<file path="config.mk">
export PLATFORM = sky130hd
export DESIGN_NAME = cam_capture_rgb332
export DESIGN_NICKNAME = d
export VERILOG_FILES = /design/src/rtl/cam_capture_rgb332.sv
export SDC_FILE = /design/constraint.sdc
export NUM_CORES = 1
export LEC_CHECK = 0
export ABC_CLOCK_PERIOD_IN_PS = 1900
export CAP_MARGIN = 20
export CORE_MARGIN = 10
export CORE_UTILIZATION = 31
export DETAILED_ROUTE_END_ITERATION = 10
export PLACE_DENSITY = 0.62
export REMOVE_ABC_BUFFERS = 1
export SYNTH_ARGS = -nofsm -noshare
export SYNTH_HDL_FRONTEND = slang
export SYNTH_SLANG_ARGS = --single-unit
</file>
<file path="constraint.sdc">
create_clock -name clk -period 1.9 [get_ports clk]
set_input_delay 0.19 -clock clk [delete_from_list [all_inputs] [get_ports clk]]
set_output_delay 0.19 -clock clk [all_outputs]
set_load 0.02 [all_outputs]
</file>
<file path="src/rtl/cam_capture_rgb332.sv">
// cam_capture_rgb332: OV7670-style camera capture front end.
// Oversamples the camera interface in the clk domain, packs each RGB565 byte
// pair into an RGB332 pixel and writes it to a linear IMG_W x IMG_H frame buffer.
//
// Ports:
//   clk, rst_n      system clock (>= 4x CAM_pclk), async active-low reset
//   CAM_pclk        camera pixel clock, sampled as data
//   CAM_vsync       frame sync, high = vertical blank
//   CAM_href        line valid, high = bytes valid
//   CAM_px_data     camera byte
//   px_addr         frame-buffer write address, row*IMG_W + col
//   px_data         RGB332 pixel {R[2:0],G[2:0],B[1:0]}
//   px_wr           one-clk write strobe per pixel
//   frame_done      one-clk pulse at the end of a complete frame
//   ovf_err         sticky: excess bytes/lines dropped, cleared on vsync rise
//
// Build option: define CAM_TESTPAT_EN to replace pixel data with 8 vertical
// colour bars (camera bytes ignored; timing and addressing unchanged).

module cam_capture_rgb332 #(
    parameter int unsigned IMG_W = 160,
    parameter int unsigned IMG_H = 120,
    parameter int unsigned AW    = 15
) (
    input  logic          clk,
    input  logic          rst_n,
    input  logic          CAM_pclk,
    input  logic          CAM_vsync,
    input  logic          CAM_href,
    input  logic [7:0]    CAM_px_data,
    output logic [AW-1:0] px_addr,
    output logic [7:0]    px_data,
    output logic          px_wr,
    output logic          frame_done,
    output logic          ovf_err
);

    localparam int unsigned COL_W = $clog2(IMG_W + 1);
    localparam int unsigned ROW_W = $clog2(IMG_H + 1);

    typedef enum logic [0:0] {ST_IDLE, ST_FRAME} state_t;

    // Input synchronisers; pclk gets a third stage for edge detection
    logic       pclk_s1, pclk_s2, pclk_s3;
    logic       vs_s1, vs_s2;
    logic       href_s1, href_s2;
    logic [7:0] data_s1, data_s2;

    always_ff @(posedge clk or negedge rst_n) begin
        if (!rst_n) begin
            pclk_s1 <= 1'b0;
            pclk_s2 <= 1'b0;
            pclk_s3 <= 1'b0;
            vs_s1   <= 1'b0;
            vs_s2   <= 1'b0;
            href_s1 <= 1'b0;
            href_s2 <= 1'b0;
            data_s1 <= 8'h00;
            data_s2 <= 8'h00;
        end else begin
            pclk_s1 <= CAM_pclk;
            pclk_s2 <= pclk_s1;
            pclk_s3 <= pclk_s2;
            vs_s1   <= CAM_vsync;
            vs_s2   <= vs_s1;
            href_s1 <= CAM_href;
            href_s2 <= href_s1;
            data_s1 <= CAM_px_data;
            data_s2 <= data_s1;
        end
    end

    // Capture state
    state_t           state, state_nxt;
    logic             href_q, href_q_nxt;     // href at previous pclk rise
    logic             vs_q, vs_q_nxt;         // vsync at previous pclk rise
    logic             byte_ph, byte_ph_nxt;
    logic [5:0]       byte1, byte1_nxt;       // only the bits kept in RGB332
    logic [ROW_W-1:0] row, row_nxt;
    logic [COL_W-1:0] col, col_nxt;
    logic [AW-1:0]    line_base, line_base_nxt;
    logic             line_wr, line_wr_nxt;   // a pixel was written on this line
    logic [AW-1:0]    px_addr_nxt;
    logic [7:0]       px_data_nxt;
    logic             px_wr_nxt, frame_done_nxt, ovf_err_nxt;

    logic pclk_rise, vs_rise, vs_fall, href_fall, line_start, byte_en;
    logic row_full, col_full;
    logic [7:0] pixel;

    assign pclk_rise  = pclk_s2 & ~pclk_s3;
    assign vs_rise    = pclk_rise &  vs_s2 & ~vs_q;
    assign vs_fall    = pclk_rise & ~vs_s2 &  vs_q;
    assign href_fall  = pclk_rise &  href_q & ~href_s2;
    assign line_start = pclk_rise &  href_s2 & ~href_q;
    assign byte_en    = pclk_rise &  href_s2;
    assign row_full   = (row == ROW_W'(IMG_H));
    assign col_full   = (col == COL_W'(IMG_W));

`ifdef CAM_TESTPAT_EN
    // Vertical colour bars: bar index bits select full-scale R, G, B
    logic [2:0] bar;
    assign bar   = 3'(col / COL_W'(IMG_W / 8));
    assign pixel = {{3{bar[2]}}, {3{bar[1]}}, {2{bar[0]}}};
`else
    assign pixel = {byte1, data_s2[4:3]};
`endif

    // State and registered outputs
    always_ff @(posedge clk or negedge rst_n) begin
        if (!rst_n) begin
            state      <= ST_IDLE;
            href_q     <= 1'b0;
            vs_q       <= 1'b0;
            byte_ph    <= 1'b0;
            byte1      <= 6'h00;
            row        <= '0;
            col        <= '0;
            line_base  <= '0;
            line_wr    <= 1'b0;
            px_addr    <= '0;
            px_data    <= 8'h00;
            px_wr      <= 1'b0;
            frame_done <= 1'b0;
            ovf_err    <= 1'b0;
        end else begin
            state      <= state_nxt;
            href_q     <= href_q_nxt;
            vs_q       <= vs_q_nxt;
            byte_ph    <= byte_ph_nxt;
            byte1      <= byte1_nxt;
            row        <= row_nxt;
            col        <= col_nxt;
            line_base  <= line_base_nxt;
            line_wr    <= line_wr_nxt;
            px_addr    <= px_addr_nxt;
            px_data    <= px_data_nxt;
            px_wr      <= px_wr_nxt;
            frame_done <= frame_done_nxt;
            ovf_err    <= ovf_err_nxt;
        end
    end

    // Next-state logic
    always_comb begin
        state_nxt      = state;
        href_q_nxt     = href_q;
        vs_q_nxt       = vs_q;
        byte_ph_nxt    = byte_ph;
        byte1_nxt      = byte1;
        row_nxt        = row;
        col_nxt        = col;
        line_base_nxt  = line_base;
        line_wr_nxt    = line_wr;
        px_addr_nxt    = px_addr;
        px_data_nxt    = px_data;
        px_wr_nxt      = 1'b0;
        frame_done_nxt = 1'b0;
        ovf_err_nxt    = ovf_err;

        if (pclk_rise) begin
            href_q_nxt = href_s2;
            vs_q_nxt   = vs_s2;
        end
        if (vs_rise) begin
            ovf_err_nxt = 1'b0;
        end

        case (state)
            ST_IDLE: begin
                if (vs_fall) begin
                    state_nxt     = ST_FRAME;
                    row_nxt       = '0;
                    col_nxt       = '0;
                    byte_ph_nxt   = 1'b0;
                    line_base_nxt = '0;
                    line_wr_nxt   = 1'b0;
                end
            end
            ST_FRAME: begin
                if (vs_rise) begin
                    // Frame end or abort; only a full frame reports done
                    state_nxt      = ST_IDLE;
                    frame_done_nxt = row_full;
                end else if (href_fall) begin
                    // Dangling odd byte is discarded; empty lines do not advance
                    byte_ph_nxt = 1'b0;
                    if (line_wr) begin
                        row_nxt       = row + ROW_W'(1);
                        col_nxt       = '0;
                        line_base_nxt = line_base + AW'(IMG_W);
                        line_wr_nxt   = 1'b0;
                    end
                end else if (byte_en) begin
                    if (row_full) begin
                        if (line_start) begin
                            ovf_err_nxt = 1'b1;
                        end
                    end else if (!byte_ph) begin
                        byte1_nxt   = {data_s2[7:5], data_s2[2:0]};
                        byte_ph_nxt = 1'b1;
                    end else begin
                        byte_ph_nxt = 1'b0;
                        if (col_full) begin
                            ovf_err_nxt = 1'b1;
                        end else begin
                            px_wr_nxt   = 1'b1;
                            px_addr_nxt = line_base + AW'(col);
                            px_data_nxt = pixel;
                            col_nxt     = col + COL_W'(1);
                            line_wr_nxt = 1'b1;
                        end
                    end
                end
            end
            default: state_nxt = ST_IDLE;
        endcase
    end

endmodule

</file>
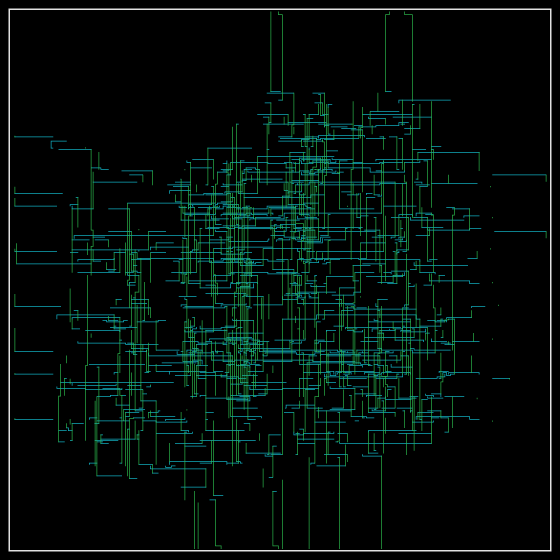
Fig. 1. Metal layers overlaid (run 1).
Only two layers are drawn.
legend:
  metal 1:
    colour: cyan
    wire_length: 3530 um
  metal 2:
    colour: green
    wire_length: 3780 um

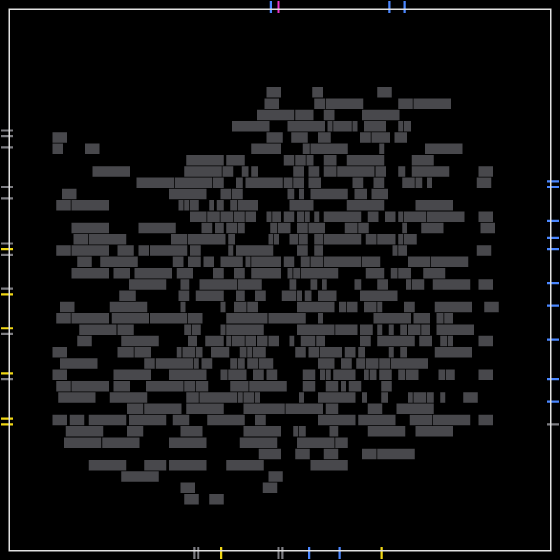
Fig. 2. Ports around the boundary (run 1).
Pins as bars across the die edge, other pins in grey.
legend:
  CAM_px_data:
    colour: yellow
    pins: 8
    direction: input
    edge: 6 left, 2 bottom
  frame_done:
    colour: magenta
    pins: 1
    direction: output
    edge: top
  px_addr:
    colour: blue
    pins: 15
    direction: output
    edge: 10 right, 3 top, 2 bottom
all pins by edge: 16 left, 11 right, 8 bottom, 4 top
Die Y: 130 um
count of input and output buffers: 38

==> results.txt, run 1 <==
Implementation numbers.

- The worst hold endpoint is data_s1[5]$_DFF_PN0_.
- The overall via count from detail_route is approximately 2600.
- The multiplexer area fraction after synthesis is 0.0898.
- The worst reg-to-reg setup slack is -0.06 ns.
- The via count of the first global-routing pass is roughly 2700.
- The count of filler cells inserted in the layout is roughly 1100.
- The switching fraction of total power is 0.321.
- For reference, the top logic cell family by area is AND-OR/OR-AND gates.
- The startpoint of the lowest-slack hold path is CAM_px_data[5].
- The cell-mix breakdown from Yosys lists the adder-cell area share as 0.0300.
- The biggest slice of the total power is consumed by sequential cells.
- Setup repair after global routing could not meet its margin everywhere.
- Non-clock buffers in the final layout number between 80 and 90.
- The post-route standard cell area excluding fillers is around 5000 sq um.
- The required time of the critical path is approximately 2.1 ns.
- At the placement stage, the worst setup path has a slack of -0.425 ns.
- The area of the core is approximately 12000 sq um.
- The Yosys step of the flow raised 0 warnings.
- The register with the most flip-flops in the final layout is px_addr.
- The most critical hold endpoint after final layout shows a slack of 0.276 ns.
- The total wire length is 7870 um.
- Counting instances, the worst hold path has a depth of 1.
- Across all setup checks in the final design, the least slack found is -0.0564 ns.
- The floorplan step set the die width to 130 um.
- The cell at the root of the clock tree is sky130_fd_sc_hd__clkbuf_16.
- The largest registers in the layout are px_addr (15), line_base (10).
- The layout report gives the register share of total cell area as 0.427.
- Static timing analysis puts the maximum clock frequency at 0.511 GHz.
- Entering global routing, the biggest net connects 39 pins.
- The final antenna diode tally reported by the flow is 0.
- The number of nets with antenna violations after detailed routing is 0.
- RePlAce ended its routability-driven mode at a weighted congestion of ~0.82.
- The post-synthesis share of cell area spent on xor and xnor gates is 0.0467.
- Overall power consumption after layout is estimated at 6070 uW.
- The run finished, with violations left.
- Of the total power, registers draw 0.417.
- In the placement report, post-DP HPWL is listed as about 5500 um.
- In this run, placement finished with an instance count of ~520.
- The first global-routing pass estimated roughly 13000 um of wire.
- Following the worst setup path forward leads to its endpoint at px_addr[6]$_DFFE_PN0P_.
- The clock reaches the later pin of the worst-skew pair after around 0.34 ns.
- The non-clock buffer area fraction after layout is 0.156.
- A synthesized cell averages 12.1 sq um.
- The clock network power share is 0.281.
- After routing, the total negative slack on setup checks comes to -0.641 ns.
- TritonCTS built the clock tree.
- In the final run the clock tree shows a worst skew of about 0.0075 ns.
- The design received a total of 147 well taps at floorplan.
- Per the final timing report, the hold violations number 0.
- The share of synthesized cell area in and-or and or-and compound cells is 0.118.
- The endpoint identified for the worst register-to-register timing path is px_addr[6]$_DFFE_PN0P_.
- The layout summary lists the proportion of cells stronger than drive strength 1 as 0.274.
- For this run, the chip area from Yosys synthesis comes to between 3000 and 4000 sq um.
- The checks that failed: setup timing.
- The report lists the number of cells resized after CTS as 11.
- For this configuration, the core starts out at a cell density of 0.315.
- Yosys attributes the largest share of cell area to sky130_fd_sc_hd__dfrtp_1 57%, sky130_fd_sc_hd__mux2_4 4.0%, sky130_fd_sc_hd__xnor2_1 4.0%.
- The violation tally from detailed-route iteration zero is roughly 150.
- The critical path startpoint category is a flop.
- The leftover overflow at the end of global routing is 0.
- In this run the core area contains 40 standard-cell rows.
- The combinational gate power is ~1800 uW.
- The number of nets in the layout is 411.
- The main flop type is sky130_fd_sc_hd__dfrtp_1.
- The clock tree has to reach 85 sinks.
- The most critical min-delay path falls under in -> reg.
- The data arrival time reported for the critical path is roughly 2.2 ns.
- The worst register-to-register path has a depth of 7.
- The internal power component is between 4000 and 5000 uW.
- The number of antenna violations at the first check in global routing came to 0.
- Pin placement for this block handled 39 I/O pins.
- For the finished layout, the period the worst path requires is between 1.5 and 2 ns.
- The cell area after synthesis is 3750 sq um.
- Counting flops with a built-in enable in the synthesized netlist gives 0.
- Endpoints with negative setup slack in the final report add up to 18.
- The dominant cell by count in the synthesized netlist is sky130_fd_sc_hd__dfrtp_1.
- The post-synthesis register bit count is ~85.
- The area fraction of clock buffers and clock inverters is 0.0585.
- The first TritonRoute pass finished after 4 iterations.
- The launching instance or port of the critical path is col[0]$_DFFE_PN0P_.
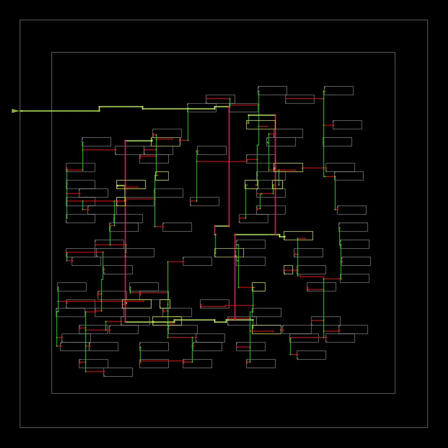
Fig. 3. Clock nets (run 1).
number of buffers created by CTS: 9
count of flip-flops and latches: 85
tally of clock buffers in the finished layout: 9

-- run 1: layer usage --
metal  up-vias  global-route usage  wire length, um
li1       1262                   -                -
met1      1259               0.119             3530
met2        50               0.160             3780
met3        14              0.0325              398
met4         0              0.0503              163
met5         -                   0                0
-- run 1: worst max-delay path, stage by stage, from the launching register on --
cell and delay (ns):
sky130_fd_sc_hd__dfrtp_1 0.38, sky130_fd_sc_hd__inv_1 0.06, sky130_fd_sc_hd__ha_1 0.15, sky130_fd_sc_hd__nand4b_1 0.08
sky130_fd_sc_hd__or4_4 0.45, sky130_fd_sc_hd__and4b_4 0.26, sky130_fd_sc_hd__buf_12 0.16, sky130_fd_sc_hd__mux2_4 0.29
Fig. 4: run 1, sequential cells coloured by netlist name
Scale bar: 50 um. Other sequential cells in the stronger grey, the rest of the logic in the fainter grey.
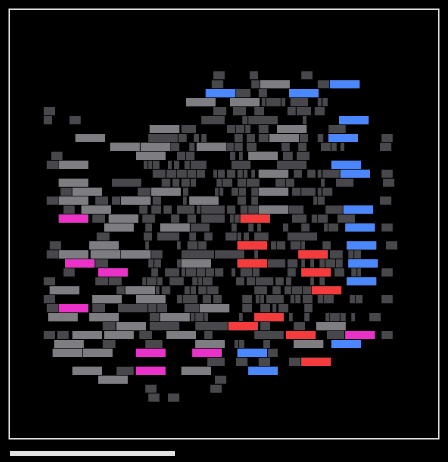

--- run 2 (diff from run 1) ---
--- a/config.mk
+++ b/config.mk
@@ -8,9 +8,9 @@
 export ABC_CLOCK_PERIOD_IN_PS = 1900
 export CAP_MARGIN = 20
 export CORE_MARGIN = 10
-export CORE_UTILIZATION = 31
+export CORE_UTILIZATION = 35
 export DETAILED_ROUTE_END_ITERATION = 10
-export PLACE_DENSITY = 0.62
+export PLACE_DENSITY = 0.67
 export REMOVE_ABC_BUFFERS = 1
 export SYNTH_ARGS = -nofsm -noshare
 export SYNTH_HDL_FRONTEND = slang
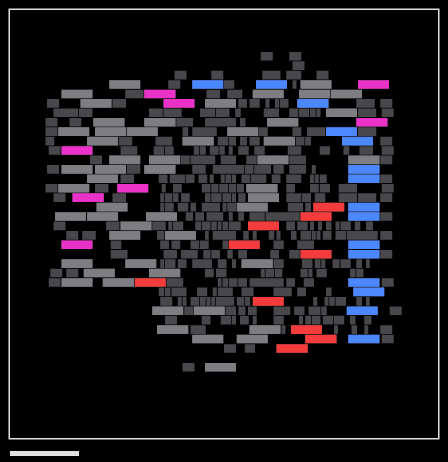
Fig. 5. Sequential cells coloured by netlist name (run 2).
Scale bar: 20 um. Other sequential cells in the stronger grey, the rest of the logic in the fainter grey.
legend:
  px_addr:
    colour: blue
    placed_flops: 15
  line_base:
    colour: red
    placed_flops: 10
  px_data:
    colour: magenta
    placed_flops: 8
not coloured: 52
Seq/total area: 0.434
Sequential Power: 2530 uW

==> run 2 against run 1 <==
The flow still finishes with violations (setup timing). Die size shrank 9.7%. Global-route usage grew 0.080 points. Via count shrank 0.62%. Sequential share of layout area grew 0.70 points. Synthesized cell count is the same. Synthesized area is the same. Combinational power is essentially flat. Non-clock buffer count shrank 3. Clock skew grew 0.0063 ns. Worst hold slack lost 0.024 ns. Critical endpoint is now px_addr[8]$_DFFE_PN0P_.
==> results.txt, run 2 <==
Implementation numbers.

- Result of the run: finished, violations left (unchanged).
- Violated checks: setup timing (unchanged).
- The met1 routed wirelength after detailed routing was 3430 um (was 3530 um).
- The most instantiated logic cell after routing is sky130_fd_sc_hd__dfrtp_1 (unchanged).
- The most crowded layer after global routing is met2 (unchanged).
- The placed cell count came to 505 (was 516).
- The HPWL after detailed placement came to 5120 um (was 5510 um).
- The maximum clock insertion buffer count was 2 (unchanged).
- The path type of the worst min-delay path is in -> reg (unchanged).
- The largest register by flop count was px_addr (unchanged).
- The share of synthesized cell area in and-or and or-and compound cells is 0.118 (unchanged).
- The share of synthesized cell area in full adder, half adder and majority cells is 0.0300 (unchanged).
- The post-synthesis register bit count was 85 (unchanged).
- The number of enable-type register cells in the synthesized netlist came to 0 (unchanged).
- The maximum net fanout on the critical path came to 4 (was 14).
- The depth of the worst register-to-register path came to 7 (unchanged).
- The area share of the leading cell type in the synthesized netlist is 0.567 (unchanged).
- The maximum clock frequency came to 0.506 GHz (was 0.511 GHz).
- The total chip power came to 5570 uW (was 6070 uW).
- The number of standard cells after synthesis is 310 (unchanged).
- The number of ports placed on the die boundary is 39 (unchanged).
- The tally of max-capacitance violations was 0 (unchanged).
- The number of buffers inserted by hold repair at cts is 1 (unchanged).
- Registers with the most flip-flops: px_addr (15), line_base (10) (unchanged).
- The cell at the root of the clock tree is sky130_fd_sc_hd__clkbuf_8 (was sky130_fd_sc_hd__clkbuf_16).
- The met1 track demand over resource in global routing is 0.119 (about the same).
- The count of non-filler cells in the finished layout is 527 (was 541).
- The setup violation total in the final timing report is 25 (was 18).
- The dominant cell by count in the synthesized netlist is sky130_fd_sc_hd__dfrtp_1 (unchanged).
- The sequential fraction of the synthesis area came to 0.567 (unchanged).
- The clock sink count came to 85 (unchanged).
- The logic area is 1600 sq um (was 1570 sq um).
- Setup repair after global routing missed its margin: true (unchanged).
- The first-pass iteration count of the detailed router is 4 (unchanged).
- The highest cell delay on the worst timing path came to 0.46 ns (was 0.45 ns).
- The count of flip-flops and latches is 85 (unchanged).
- The count of cell types in the netlist is 47 (unchanged).
- The simple-gate share of the synthesized area is 0.112 (unchanged).
- The slew at the pin with the worst max-slew slack is 0.552 ns (was 0.507 ns).
- The worst-case setup margin in the final layout is -0.0761 ns (was -0.0564 ns).
- The critical path startpoint category is a flop (unchanged).
- The post-cts resize count came to 4 (was 11).
- The post-route standard cell area excluding fillers was 4900 sq um (was 4980 sq um).
- The yosys stat chip area is 3750 sq um (unchanged).
- The critical path endpoint category was a flop (unchanged).
- The area of the core is 10400 sq um (was 11900 sq um).
- The final weighted congestion in routability-driven placement came to 0.887 (was 0.819).
- Commonest cells in the synthesized netlist: 85 x sky130_fd_sc_hd__dfrtp_1, 27 x sky130_fd_sc_hd__nor2_1, 18 x sky130_fd_sc_hd__a21oi_1, 17 x sky130_fd_sc_hd__xnor2_1, 16 x sky130_fd_sc_hd__nand2_1 (unchanged).
- The via count of the first global-routing pass is 2668 (was 2702).
- The violation tally from detailed-route iteration zero came to 129 (was 153).
- The number of multi-input logic gates is 202 (unchanged).
- The number of logic inverters in the finished layout is 8 (unchanged).
- The hold violation count in the final report came to 0 (unchanged).
- The yosys cell count is 310 (unchanged).
- The met3 wire length is 462 um (was 398 um).
- The library cell contributing the largest single delay on the critical path is sky130_fd_sc_hd__or4_4 (unchanged).
- The peak ir drop on the vdd network was 0.000623 V (was 0.000521 V).
- The cell area after synthesis was 3750 sq um (unchanged).
- The count of filler cells inserted in the layout is 958 (was 1144).
- The horizontal die dimension came to 124 um (was 130 um).
- The number of synthesis warnings was 0 (unchanged).
- The required time of the critical path was 2.15 ns (was 2.13 ns).
- The number of tap instances is 136 (was 147).
- The global-route wire length before repair is 12400 um (was 13300 um).
- The final setup TNS is -1.08 ns (was -0.641 ns).
- The async set or reset register ratio after synthesis is 1.00 (unchanged).
- The non-clock buffer area fraction after layout is 0.160 (was 0.156).
- The area fraction of clock buffers and clock inverters was 0.0388 (was 0.0585).
- The dominant combinational cell family by area after synthesis is AND-OR/OR-AND gates (unchanged).
- The depth of the worst hold-timing path is 1 (unchanged).
- The number of buffers inserted by post-CTS setup repair came to 0 (was 1).
- The flip-flop count of the largest register after layout is 15 (unchanged).
- The buffers plus inverters on the worst setup path is 2 (unchanged).
- The type of the setup path with the least slack is reg -> reg (unchanged).
- The post-synthesis share of cell area spent on xor and xnor gates came to 0.0467 (unchanged).
- The cell type group with the largest total delay on the critical path is simple AND/OR/NAND/NOR gates (unchanged).
- The worst slew slack as a fraction of its limit came to 0.632 (was 0.658).
- The multi-input combinational area share was 0.326 (was 0.315).
- The multiplexer area fraction after synthesis is 0.0898 (unchanged).
- The growth of design area from synthesis to finish is 30.8% (was 32.9%).
- The static leakage power was 0.00212 uW (was 0.00216 uW).
- The number of buffers outside the clock class in the layout is 80 (was 83).
- The met3 track demand over resource in global routing came to 0.0360 (was 0.0325).
- The main flop type is sky130_fd_sc_hd__dfrtp_1 (unchanged).
- Cells along the critical path: inv_1 > ha_1 > nand4b_1 > or4_4 > and4b_4 > clkbuf_16 > mux2_4 (was inv_1 > ha_1 > nand4b_1 > or4_4 > and4b_4 > buf_12 > mux2_4).
- The core occupancy in the finished layout is 0.473 (was 0.418).
- The share of layout cells above drive strength 1 was 0.274 (about the same).
- The largest area contributor in the netlist was sky130_fd_sc_hd__dfrtp_1 (unchanged).
- The height of the die is 124 um (was 130 um).
- The final hold slack was 0.252 ns (was 0.276 ns).
- The total power divided by cell area is 1140 nW/um^2 (was 1220 nW/um^2).
- The count of clock-net buffers in the final layout was 10 (was 9).
- Top cells by area: sky130_fd_sc_hd__dfrtp_1 57%, sky130_fd_sc_hd__mux2_4 4.0%, sky130_fd_sc_hd__xnor2_1 4.0% (unchanged).
- The H-tree depth is 3 (unchanged).
- The number of nets with antenna violations after detailed routing is 0 (unchanged).
- The number of nets in the layout is 408 (was 411).
- The cell kind with the greatest summed area is flip-flops and latches (unchanged).
- The clock skew after layout is 0.0138 ns (was 0.00750 ns).
- The sequential cell area came to 2130 sq um (unchanged).
- Top logic cells by instance count in the layout: 85 x sky130_fd_sc_hd__dfrtp_1, 37 x sky130_fd_sc_hd__clkdlybuf4s50_1, 36 x sky130_fd_sc_hd__buf_4 (was 85 x sky130_fd_sc_hd__dfrtp_1, 40 x sky130_fd_sc_hd__buf_4, 37 x sky130_fd_sc_hd__clkdlybuf4s50_1).
- The leftover overflow at the end of global routing was 0 (unchanged).
- The remaining routing DRC violations is 0 (unchanged).
- The max-slew violation count came to 0 (unchanged).
- The highest metal layer with signal wires is met4 (unchanged).
- The largest net degree at the start of global routing was 86 (was 39).
- The clock edge transition at the registers on the reported setup and hold paths is 0.09 ns (was 0.07 ns).
- The data arrival time of the critical path is 2.23 ns (was 2.18 ns).
- The tool warning count is 29 (unchanged).
- The number of input and output port buffers inserted is 38 (unchanged).
- The TritonCTS clock tree is done (unchanged).
- The met2 layer wire length in the routed design was 3670 um (was 3780 um).
- The area of the die is 15300 sq um (was 16900 sq um).
- The fraction of met2 tracks used by global routing is 0.167 (was 0.160).
- The mean instance size in the synthesized netlist is 12.1 sq um (unchanged).
- The fraction of the core area occupied by cells at floorplan is 0.362 (was 0.315).
- The number of placement rows was 37 (was 40).
- The number of antenna violations at the first check in global routing is 0 (unchanged).
- The worst setup slack before clock tree synthesis is -0.401 ns (was -0.425 ns).
- The period utilization is 1.04 (was 1.03).
- The number of buffers created by CTS is 9 (unchanged).
- The clock latency reported for the late side of the worst-skew pair is 0.36 ns (was 0.34 ns).
- The shortest clock period the worst path allows after layout came to 1.98 ns (was 1.96 ns).
- The critical path depth in cells is 7 (unchanged).
- The via-per-instance ratio was 4.87 (was 4.78).
- The placed instance area came to 4490 sq um (was 4520 sq um).
- The antenna diode count is 0 (unchanged).
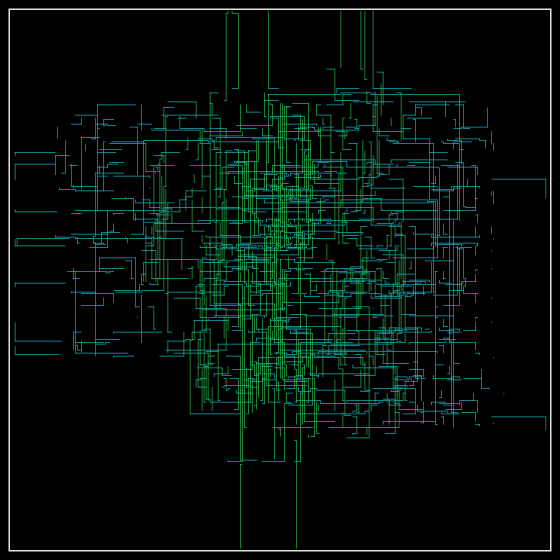
Fig. 6. Metal layers overlaid (run 2).
Only two layers are drawn.
legend:
  metal 1:
    colour: cyan
    wire_length: 3430 um
  metal 2:
    colour: green
    wire_length: 3670 um
total wirelength of the detailed-routed design: 7680 um
detailed-route wire length per cell: 14.6 um
All-Layer GR Usage: 0.101
total vias in the final route: 2569

[run 2: final timing paths]
path	startpoint	end	slack, ns
hold reg to reg	data_s1[2]$_DFF_PN0_	data_s2[2]$_DFF_PN0_	0.35
min in group asynchronous	rst_n	data_s1[1]$_DFF_PN0_	0.39
setup reg to reg	col[0]$_DFFE_PN0P_	px_addr[8]$_DFFE_PN0P_	-0.08
max in group asynchronous	rst_n	line_base[9]$_DFFE_PN0P_	1.17
setup / recovery	col[0]$_DFFE_PN0P_	px_addr[8]$_DFFE_PN0P_	-0.08
hold / removal	CAM_px_data[6]	data_s1[6]$_DFF_PN0_	0.25
[run 2: where the power goes]
part	internal [uW]	switching, uW	leakage (uW)	total [uW]
sequential	2220	312	0.00106	2530
clock	532	692	0.0000978	1220
combinational	955	855	0.000955	1810
Power figures rest on the tool's default switching activity, not on a simulated workload.
